**src/rtl/batch_avg_unit.sv**
```systemverilog
// rtl/batch_avg_unit.sv - streaming batch averager: accumulate n signed samples, then restoring-divide by n
module batch_avg_unit #(
    parameter int DATAW  = 16,
    parameter int MAX_N  = 8,
    parameter int COUNTW = $clog2(MAX_N + 1),
    parameter int ACCW   = DATAW + $clog2(MAX_N)
) (
    input  logic              clk,
    input  logic              rst,
    input  logic              start,
    input  logic [COUNTW-1:0] cfg_num,
    input  logic              in_valid,
    output logic              in_ready,
    input  logic [DATAW-1:0]  in_data,
    output logic              out_valid,
    input  logic              out_ready,
    output logic [DATAW-1:0]  avg,
    output logic [ACCW-1:0]   sum,
    output logic              div_zero,
    output logic              busy
);
    localparam int CYCW = $clog2(ACCW);

    typedef enum logic [1:0] {
        S_IDLE   = 2'd0,
        S_ACCUM  = 2'd1,
        S_DIVIDE = 2'd2,
        S_DONE   = 2'd3
    } state_t;

    state_t            r_state;
    logic [COUNTW-1:0] r_n;
    logic [COUNTW-1:0] r_left;
    logic [ACCW-1:0]   r_acc;
    logic [ACCW-1:0]   r_quot;
    logic [COUNTW-1:0] r_rem;
    logic              r_neg;
    logic [CYCW-1:0]   r_bitcnt;
    logic              r_in_ready;
    logic              r_out_valid;
    logic [DATAW-1:0]  r_avg;
    logic [ACCW-1:0]   r_sum;
    logic              r_div_zero;
    logic              r_busy;

    logic [COUNTW-1:0] w_n_clamp;
    logic [ACCW-1:0]   w_acc_next;
    logic [ACCW-1:0]   w_acc_abs;
    logic [COUNTW:0]   w_trial;
    logic [COUNTW:0]   w_sub;
    logic              w_fits;
    logic [ACCW-1:0]   w_quot_next;
    logic [COUNTW-1:0] w_rem_next;
    logic [DATAW-1:0]  w_q_lo;

    assign w_n_clamp  = (cfg_num > COUNTW'(MAX_N)) ? COUNTW'(MAX_N) : cfg_num;
    assign w_acc_next = r_acc + {{(ACCW-DATAW){in_data[DATAW-1]}}, in_data};
    // Magnitude is read as unsigned, so the most negative sum still divides correctly.
    assign w_acc_abs  = w_acc_next[ACCW-1] ? -w_acc_next : w_acc_next;

    // Remainder stays below n, so one extra bit is enough for the trial subtraction.
    assign w_trial     = {r_rem, r_quot[ACCW-1]};
    assign w_sub       = w_trial - {1'b0, r_n};
    assign w_fits      = ~w_sub[COUNTW];
    assign w_quot_next = {r_quot[ACCW-2:0], w_fits};
    assign w_rem_next  = w_fits ? w_sub[COUNTW-1:0] : w_trial[COUNTW-1:0];
    assign w_q_lo      = w_quot_next[DATAW-1:0];

    always_ff @(posedge clk) begin
        if (rst) begin
            r_state     <= S_IDLE;
            r_n         <= '0;
            r_left      <= '0;
            r_acc       <= '0;
            r_quot      <= '0;
            r_rem       <= '0;
            r_neg       <= 1'b0;
            r_bitcnt    <= '0;
            r_in_ready  <= 1'b0;
            r_out_valid <= 1'b0;
            r_avg       <= '0;
            r_sum       <= '0;
            r_div_zero  <= 1'b0;
            r_busy      <= 1'b0;
        end else begin
            case (r_state)
                S_IDLE: begin
                    if (start) begin
                        r_n    <= w_n_clamp;
                        r_left <= w_n_clamp;
                        r_acc  <= '0;
                        r_busy <= 1'b1;
                        if (w_n_clamp == '0) begin
                            r_state     <= S_DONE;
                            r_out_valid <= 1'b1;
                            r_avg       <= '0;
                            r_sum       <= '0;
                            r_div_zero  <= 1'b1;
                        end else begin
                            r_state    <= S_ACCUM;
                            r_in_ready <= 1'b1;
                            r_div_zero <= 1'b0;
                        end
                    end
                end
                S_ACCUM: begin
                    if (in_valid && r_in_ready) begin
                        r_acc  <= w_acc_next;
                        r_left <= r_left - COUNTW'(1);
                        if (r_left == COUNTW'(1)) begin
                            r_state    <= S_DIVIDE;
                            r_in_ready <= 1'b0;
                            r_quot     <= w_acc_abs;
                            r_rem      <= '0;
                            r_neg      <= w_acc_next[ACCW-1];
                            r_bitcnt   <= '0;
                        end
                    end
                end
                S_DIVIDE: begin
                    r_quot   <= w_quot_next;
                    r_rem    <= w_rem_next;
                    r_bitcnt <= r_bitcnt + CYCW'(1);
                    if (r_bitcnt == CYCW'(ACCW - 1)) begin
                        r_state     <= S_DONE;
                        r_out_valid <= 1'b1;
                        r_sum       <= r_acc;
                        r_avg       <= r_neg ? -w_q_lo : w_q_lo;
                        r_div_zero  <= 1'b0;
                    end
                end
                S_DONE: begin
                    if (out_ready) begin
                        r_state     <= S_IDLE;
                        r_out_valid <= 1'b0;
                        r_busy      <= 1'b0;
                    end
                end
                default: r_state <= S_IDLE;
            endcase
        end
    end

    assign in_ready  = r_in_ready;
    assign out_valid = r_out_valid;
    assign avg       = r_avg;
    assign sum       = r_sum;
    assign div_zero  = r_div_zero;
    assign busy      = r_busy;
endmodule

```
**config.mk**
```make
export PLATFORM = sky130hd
export DESIGN_NAME = batch_avg_unit
export DESIGN_NICKNAME = d
export VERILOG_FILES = /design/src/rtl/batch_avg_unit.sv
export SDC_FILE = /design/constraint.sdc
export NUM_CORES = 1
export LEC_CHECK = 0
export CORE_UTILIZATION = 45
export CTS_BUF_LIST = sky130_fd_sc_hd__clkbuf_8
export DETAILED_ROUTE_END_ITERATION = 7
export DONT_BUFFER_PORTS = 1
export HOLD_SLACK_MARGIN = 0.02
export SETUP_SLACK_MARGIN = 0.3
export SKIP_LAST_GASP = 1
export SLEW_MARGIN = 15
export SYNTH_ARGS = -nofsm -noshare
export SYNTH_HDL_FRONTEND = slang
export SYNTH_SLANG_ARGS = --single-unit
```
**constraint.sdc**
```tcl
create_clock -name clk -period 5 [get_ports clk]
set_clock_uncertainty 0.2 [all_clocks]
set_input_delay 0.75 -clock clk [delete_from_list [all_inputs] [get_ports clk]]
set_output_delay 0.75 -clock clk [all_outputs]
set_load 0.02 [all_outputs]
```
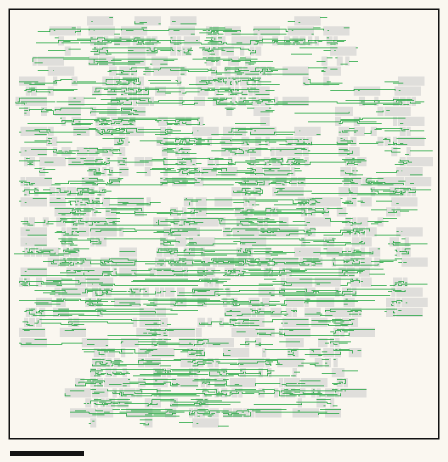
**Above:** metal 1.
Scale bar: 20 um.
- main direction: horizontal
- longest straight run: 44.2 um
- wire length on this layer: 7270 um
- share of all routed wire: 48%
- nets with wire on the layer: 744
met1 Use GR: 31.44%
Vias: 5346
final wirelength: 15.13 mm

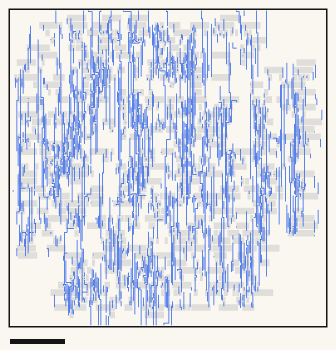
**Above:** the metal 2 layer.
Scale bar: 20 um.
- share of all routed wire: 44%
- main direction: vertical
GRT met2 Usage: 37.50%

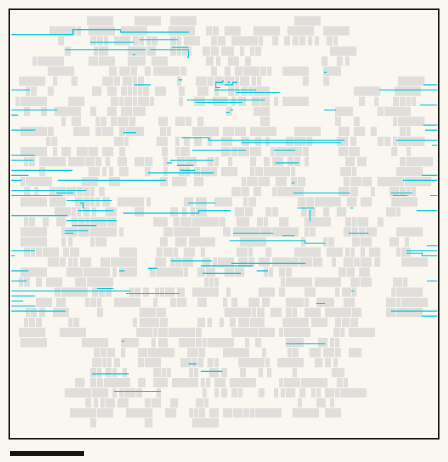
**Above:** M3 wires.
Scale bar: 20 um.
- wire length on this layer: 925 um
- nets with wire on the layer: 80
- main direction: horizontal
- longest straight run: 36.6 um
grt met3 use: 3.975%

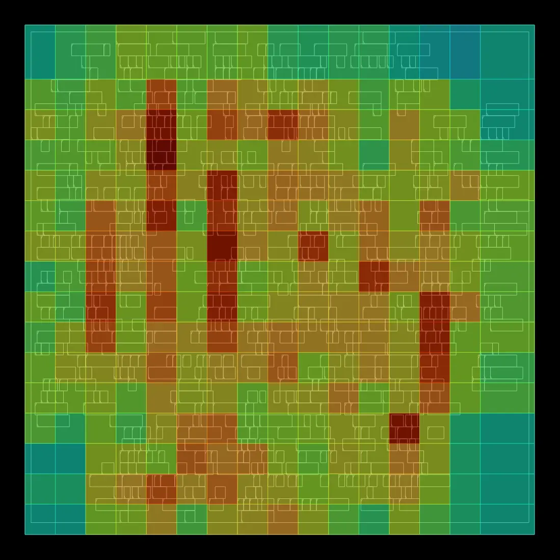
**Above:** routing congestion.
Core Util, Final: 48.39%
Avg WL per Cell: 16.74 um
global routing's busiest layer: met2

## logic make-up after synthesis
group / synth area share [%]
and+or+nand+nor: 23.48
AOI/OAI and AO/OA: 23.70
DFF: 33.31
buffers and inverters: 4.851
xor gates and xnor gates: 6.010
adders and majority gates: 7.770
muxes: 0.8800
## critical path, cell delays in order
cell and delay (ns):
ha_1 0.22, fa_1 0.42, a211oi_2 0.30, o31ai_2 0.16
xor2_1 0.20, or4_4 0.61, or4_1 0.54, nor4_2 0.25
a31oi_1 0.15, xnor2_1 0.16, a221oi_1 0.23
## metal layers
metal	wire length [um]	vias up	global-route usage [%]
li1	-	2658	-
met1	7269	2496	31.44
met2	6632	163	37.50
met3	925	29	3.975
met4	301	0	9.316
met5	0	-	0
## final timing paths
kind | start | end | slack [ns] | depth (start not counted)
max | in_data[0] | r_quot[16]$_SDFFE_PP0P_ | 1.11 | 11
min | rst | avg[5]$_SDFFE_PP0P_ | 0.22 | 1
max reg2reg | r_acc[0]$_SDFFE_PP0P_ | r_quot[16]$_SDFFE_PP0P_ | 1.12 | 11
min reg2reg | r_n[3]$_SDFFE_PP0P_ | r_n[3]$_SDFFE_PP0P_ | 0.26 | 2
## power by group
group / internal (mW) / switching, mW
Clock: 0.217 / 0.279
Combinational: 0.397 / 0.734
Sequential: 0.865 / 0.112
## final cells by class
cell class | instances | area [um^2]
clock buffer | 12 | 165.2
clock inverter | 3 | 16.27
fill | 1294 | 6513
inverter | 26 | 97.59
multi-input combinational | 586 | 3611
sequential | 97 | 1942
tap | 172 | 215.2
timing repair buffer | 8 | 60.06
## registers in the layout, summed over array words and instances, names as in the netlist
signal	count
avg	16
busy	1
div_zero	1
in_ready	1
out_valid	1
r_acc	19
r_bitcnt	5
r_left	4
r_n	4
r_neg	1
r_quot	19
r_rem	4
r_state	2
sum	19
## cell usage after synthesis (4+ instances only)
cell and instances:
a211oi_1 12, a21boi_0 4, a21o_1 6, a21oi_1 82
a221oi_1 4, a22oi_1 22, a31oi_1 6, and2_1 6
and3_1 5, clkbuf_1 43, dfxtp_1 97, ha_1 33
inv_1 26, mux2i_1 4, nand2_1 84, nand2b_1 5
nand3_1 43, nand4_1 6, nor2_1 82, nor3_1 21
nor3b_1 5, nor4_1 4, o211ai_1 4, o21a_1 6
o21ai_0 29, o22ai_1 4, o31ai_1 7, or3_1 9
xnor2_1 23, xor2_1 17
## layout by cell type, fill, tap and decap left out, drive strengths merged, types with 13 or more instances in the layout
cell    Yosys  routed
nand2      84      84
o21ai      30      30
a22oi      22      22
nor3       21      21
xnor2      23      23
xor2       17      17
ha         33      33
a211oi     13      13
a21oi      82      82
nand3      43      43
dfxtp      97      97
nor2       82      82
inv        26      27
## metrics by stage
step / hold slack [ns] / util [%] / total power, mW / setup WS (ns) / cell area, um^2
after detailed placement: 0.2460 / 46.96 / 2.115 / 0.6904 / 5926
after floorplan: 0.2363 / - / 1.848 / 0.9591 / 5829
final: 0.2237 / 48.39 / 2.603 / 1.108 / 6107
after global routing: 0.2077 / 48.39 / 2.795 / 0.9582 / 6107
after global placement: 0.2484 / 46.96 / 2.086 / 0.7435 / 5926
after CTS: 0.2154 / 48.39 / 2.611 / 1.115 / 6107
==> metrics.csv <==
metric;value;unit
status;finished, final reports clean;
slew_headroom;26.03;%
startpoint_type;input pin;
nets;788;
area_delta_synth_final;4.765;%
synthesis.nets;817;
ys_cells;757;
yosysWarnings;0;
cts-root-buf;clkbuf_8;
clkTransAtPathRegs;0.09;ns
grt_pass1_vias;5040;
hp-class;input pin to register;
topCellsByArea;dfxtp_1, ha_1, a21oi_1;
chipArea;13410;um^2
numSynthFlops;97;
cts_buffers;9;
drive_gt1_share;4.781;%
first_pass_iters;8;
yosysTopAreaCellShare;33.31;%
netlist_area;5829;um^2
cp_data_arrival_time;3.99;ns
required;5.10;ns
syn_area_per_cell;7.701;um^2
No activity file was given, so power comes from the tool's default toggle rates.
